File: config.mk
export PLATFORM = sky130hd
export DESIGN_NAME = sync_ram_bytewe
export DESIGN_NICKNAME = d
export VERILOG_FILES = /design/src/rtl/sync_ram_bytewe.sv
export SDC_FILE = /design/constraint.sdc
export NUM_CORES = 1
export LEC_CHECK = 0
export CAP_MARGIN = 20
export CORE_UTILIZATION = 35
export CTS_CLUSTER_SIZE = 25
export DETAILED_ROUTE_END_ITERATION = 10
export PLACE_DENSITY = 0.53
export SYNTH_ARGS = -nofsm -noshare
export SYNTH_HDL_FRONTEND = slang
export SYNTH_SLANG_ARGS = --single-unit
File: constraint.sdc
create_clock -name clk -period 9.18 [get_ports clk]
set_input_delay 1.836 -clock clk [delete_from_list [all_inputs] [get_ports clk]]
set_output_delay 1.836 -clock clk [all_outputs]
set_load 0.03 [all_outputs]
File: src/rtl/sync_ram_bytewe.sv
// rtl/sync_ram_bytewe.sv - single-port byte-write RAM with valid/ready access and hardware clear sequencer
// Optional per-lane even parity storage and checking: define SYNC_RAM_PARITY_EN.
module sync_ram_bytewe #(
  parameter int DATA_WIDTH = 16,
  parameter int ADDR_WIDTH = 6,
  parameter int BYTE_WIDTH = 8,
  parameter int READ_MODE  = 0,
  parameter logic [DATA_WIDTH-1:0] INIT_VALUE = '0
) (
  input  logic                             clk,
  input  logic                             reset,
  input  logic                             clear_start,
  input  logic                             req_valid,
  output logic                             req_ready,
  input  logic                             req_we,
  input  logic [DATA_WIDTH/BYTE_WIDTH-1:0] req_be,
  input  logic [ADDR_WIDTH-1:0]            req_addr,
  input  logic [DATA_WIDTH-1:0]            req_data,
`ifdef SYNC_RAM_PARITY_EN
  input  logic                             perr_inject,
  output logic                             parity_err,
`endif
  output logic                             rd_valid,
  output logic [DATA_WIDTH-1:0]            rd_data,
  output logic                             busy
);

  localparam int NB    = DATA_WIDTH / BYTE_WIDTH;
  localparam int DEPTH = 1 << ADDR_WIDTH;

  typedef enum logic {CLEAR, IDLE} state_t;

  state_t                  state_q;
  logic [ADDR_WIDTH-1:0]   clr_addr_q;
  logic                    rd_valid_q;
  logic [DATA_WIDTH-1:0]   rd_data_q;
  logic [DATA_WIDTH-1:0]   mem [DEPTH];

  logic                    accept;
  logic [DATA_WIDTH-1:0]   old_word;
  logic [DATA_WIDTH-1:0]   merged_word;
  logic [DATA_WIDTH-1:0]   rd_data_d;

  assign busy      = reset || (state_q == CLEAR);
  assign req_ready = !reset && (state_q == IDLE) && !clear_start;
  assign accept    = req_valid && req_ready;
  assign rd_valid  = rd_valid_q;
  assign rd_data   = rd_data_q;

  always_comb begin
    old_word    = mem[req_addr];
    merged_word = old_word;
    for (int i = 0; i < NB; i++) begin
      if (req_be[i]) merged_word[i*BYTE_WIDTH +: BYTE_WIDTH] = req_data[i*BYTE_WIDTH +: BYTE_WIDTH];
    end
    // Only a write in new-data mode returns the merged word; everything else returns storage as it was.
    rd_data_d = (req_we && READ_MODE == 0) ? merged_word : old_word;
  end

  always_ff @(posedge clk) begin
    if (!reset) begin
      if (state_q == CLEAR) begin
        mem[clr_addr_q] <= INIT_VALUE;
      end else if (accept && req_we) begin
        mem[req_addr] <= merged_word;
      end
    end
  end

  always_ff @(posedge clk) begin
    if (reset) begin
      state_q    <= CLEAR;
      clr_addr_q <= '0;
      rd_valid_q <= 1'b0;
      rd_data_q  <= '0;
    end else begin
      rd_valid_q <= accept;
      if (accept) rd_data_q <= rd_data_d;
      case (state_q)
        CLEAR: begin
          clr_addr_q <= clr_addr_q + 1'b1;
          if (clr_addr_q == {ADDR_WIDTH{1'b1}}) state_q <= IDLE;
        end
        IDLE: begin
          if (clear_start) begin
            state_q    <= CLEAR;
            clr_addr_q <= '0;
          end
        end
        default: state_q <= CLEAR;
      endcase
    end
  end

`ifdef SYNC_RAM_PARITY_EN
  logic [NB-1:0] par_mem [DEPTH];
  logic [NB-1:0] init_par;
  logic [NB-1:0] old_par;
  logic [NB-1:0] merged_par;
  logic [NB-1:0] ret_par;
  logic [NB-1:0] ret_calc;
  logic          perr_d;
  logic          parity_err_q;

  always_comb begin
    old_par    = par_mem[req_addr];
    merged_par = old_par;
    init_par   = '0;
    ret_calc   = '0;
    for (int i = 0; i < NB; i++) begin
      init_par[i] = ^INIT_VALUE[i*BYTE_WIDTH +: BYTE_WIDTH];
      if (req_be[i]) merged_par[i] = (^req_data[i*BYTE_WIDTH +: BYTE_WIDTH]) ^ perr_inject;
      ret_calc[i] = ^rd_data_d[i*BYTE_WIDTH +: BYTE_WIDTH];
    end
    ret_par = (req_we && READ_MODE == 0) ? merged_par : old_par;
    perr_d  = |(ret_calc ^ ret_par);
  end

  always_ff @(posedge clk) begin
    if (!reset) begin
      if (state_q == CLEAR) begin
        par_mem[clr_addr_q] <= init_par;
      end else if (accept && req_we) begin
        par_mem[req_addr] <= merged_par;
      end
    end
  end

  always_ff @(posedge clk) begin
    if (reset) parity_err_q <= 1'b0;
    else       parity_err_q <= accept && perr_d;
  end

  assign parity_err = parity_err_q;
`endif

endmodule

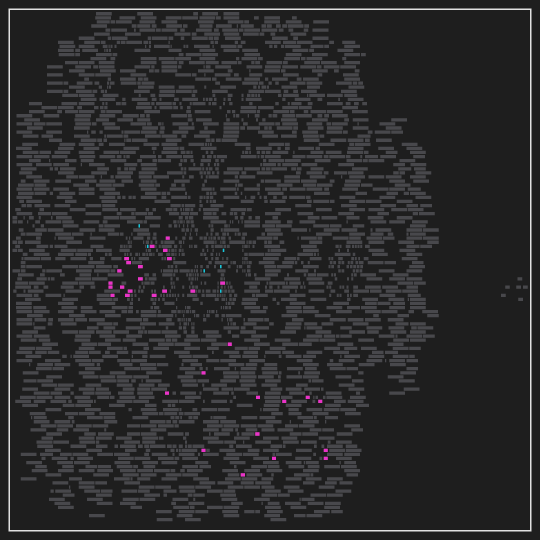
Figure 1: logic cells by family.
(1.5 px per um)
Cyan marks inverters, cells 6, where center. Magenta marks AND-OR and OR-AND gates, cells 32.
most frequent logic cell in the layout: edfxtp_1
combinational share of cell area: 20.41%

==> out/qor.yml <==
layout:
  fin_nets: 2366
  fin_cells: 3961
  drive_above_1_share_pct: 19.38
  final_core_util_pct: 40.47
  nFillCells: 10460
pwr:
  combPwrFrac_pct: 4.8
  p_per_area_mw_per_mm2: 209.4
  p_int_mw: 7.874
  vdd_drop_max_v: 0.0001668
  seqPwrFrac_pct: 51.9
  power.total_mw: 9.992
yosys:
  async_flop_share_pct: 0
  top_cell: "edfxtp_1"
  ff_type: "edfxtp_1"
  ys_seq_share_pct: 75.15
  synth-edff-count: 1024
  yosys.area.top_type: "edfxtp_1"
  yosys_warnings: 0
  synth_flops: 1048
  synth_cell_types: 57
  syn_nets: 2228
  synthTopCellsByArea: "edfxtp_1 (74%), mux4_2 (8.2%), mux2i_1 (5.3%)"
  syn_area_mm2: 0.04156
  ys_area_mm2: 0.04156
final_timing:
  finalSetupTns_ns: 0
  max_freq_mhz: 160.7
  fin_crit_ns: 6.224
  fin_skew_ns: 0.03998
  finalCritPeriodShare_pct: 67.80
  setup_viol: 0
  hold_viol_final: 0
  grt_setup_unrepaired: "false"
  tightest_slew_ns: 1.173
  whs_ns: 0.5783
  slew_headroom_pct: 21.11
clock_network:
  clk_latency_ns: 0.69
  hold_buffers: 0
  cts_buffer_depth: 3
  cts_resized: 0
  cts_num_sinks: 1048
  clockRootBuffer: "clkbuf_16"
  clk_pin_slew_ns: 0.07
  cts_setup_buffers: 0
  cts.htree.levels: 3
  cts_tree: "yes"
critical_path:
  path_cells: "clkdlybuf4s50_1, nand2b_1, nor2_1, clkdlybuf4s50_1"
  crit_path_end_kind: "output pin"
  max_stage_delay_ns: 0.93
  critPathMostFrequentCell: "clkdlybuf4s50_1"
  path_max_fanout: 20
  worstSetupStartpointType: "primary input"
  worstPathRequired_ns: 7.34
  crit_type: "in2out"
  worstRegToRegCells: 7
  crit_slowest_cell: "clkdlybuf4s50_1"
  arrival_ns: 4.39
floorplan:
  die_h_um: 346.6
  placementRows: 126
  floorplan.core_util_pct: 35.24
  fp.dieW_um: 346.6
  io_pins: 48
  chipArea_mm2: 0.1201
drt:
  via_per_inst: 5.591
  detail_route.drc_violations: 0
  first_pass_iters: 6
  drtIter0Drc: 2666
run_status:
  outcome: "complete, no violations"
flow_run:
  warnings: 29
  max-cap-violations: 0
placed_design:
  place_hpwl_um: 71370
  place_congestion: 0.9679
  post-place-ws_ns: 2.843
  portBuffers: 47
  placed_cell_area_mm2: 0.04421
global_route:
  grt_pass1_wl_um: 166800
  grt_max_degree: 120
  grt_overflow_total: 0
  grt_pass1_vias: 21990
  antenna_found_initial: 5
min_path:
  holdPathStages: 2
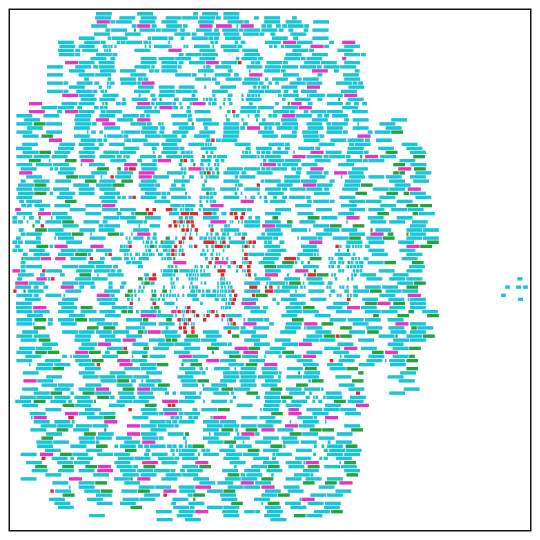
Figure 2: cells by drive strength.
(1.5 px per um)
Magenta marks drive 6 and up, cells 134, share 5.5%. Cyan marks drive 1 or less, cells 1955, share 81%. Green marks drive 2, cells 221, share 9.1%. Red marks drive 3 to 4, cells 115, share 4.7%.
Signal buffers: 152
Area Overhead vs Synth: 14.83%
final worst setup slack: 2.956 ns
post-route cell area: 0.04772 mm2

==> cell families after synthesis <==
| group | synth area share (%) |
|---|---|
| AND-OR/OR-AND | 5.341 |
| adder cells (fa/ha/maj) | 0.03010 |
| buffers and inverters | 1.803 |
| flip-flops | 75.15 |
| multiplexers | 14.21 |
| AND/OR/NAND/NOR | 3.465 |
==> path summary, 6_finish.rpt <==
path	from	end	slack, ns
max	reset	req_ready	2.96
min	clr_addr_q[4]$_SDFFE_PP0P_	clr_addr_q[4]$_SDFFE_PP0P_	0.58
max reg2reg	state_q$_SDFF_PP0_	mem[41][9]$_DFFE_PP_	4.82
min reg2reg	clr_addr_q[4]$_SDFFE_PP0P_	clr_addr_q[4]$_SDFFE_PP0P_	0.58
==> layout by cell type (no fill, tap or decap), types with 17 or more instances in the layout <==
cell / synthesis / layout
edfxtp_1: 1024 / 1024
mux2i_1: 220 / 220
mux4_2: 152 / 152
clkbuf_16: 0 / 111
a22oi_1: 105 / 105
buf_4: 17 / 96
nor2_1: 80 / 77
nand3_1: 53 / 53
o21ai_0: 52 / 52
nand2_1: 54 / 49
a21oi_1: 56 / 47
clkdlybuf4s50_1: 0 / 42
o22ai_1: 32 / 32
clkinv_1: 0 / 31
nand2b_1: 30 / 30
dfxtp_1: 24 / 24
mux2_2: 23 / 23
nor3_1: 21 / 21
clkinv_2: 0 / 21
nor2b_1: 20 / 18
a31oi_1: 18 / 17
==> state kept, by name (all words and copies together) (netlist names) <==
signal / cells
state_q: 1
rd_data: 16
clr_addr_q: 6
rd_valid: 1
mem: 1024
==> power by group through the flow <==
stage	Sequential, mW	Clock [mW]	Combinational, mW
after global placement	5.29	0	0.476
after floorplan	5.29	0	0.312
after global routing	5.19	4.58	0.502
after CTS	5.19	4.40	0.476
final	5.19	4.32	0.479
after detailed placement	5.29	0	0.475
==> worst max-delay path: cells and delay by family <==
family / cells / cell delay (ns)
buffers and inverters: 2 / 1.71
AND/OR/NAND/NOR: 2 / 0.82
==> cell type report <==
type	count	area [um2]	area share, %
inverters	6	22.52	0.04719
flip-flops and latches	1048	31230	65.44
repair buffers	152	1324	2.774
well taps	1536	1922	4.027
multi-input cells	1021	9742	20.41
clock inverters	72	646.9	1.356
clock buffers	126	2834	5.939
==> routing by layer <==
| metal | part of all wire [%] | vias to the layer above | GRT usage, % |
|---|---|---|---|
| met4 | 2.6 | 4 | 5.554 |
| li1 | - | 9325 | - |
| met1 | 43 | 11620 | 27.50 |
| met5 | 0.021 | - | 0 |
| met3 | 9.6 | 159 | 5.366 |
| met2 | 45 | 1037 | 29.18 |
Power and IR drop assume default switching activity.
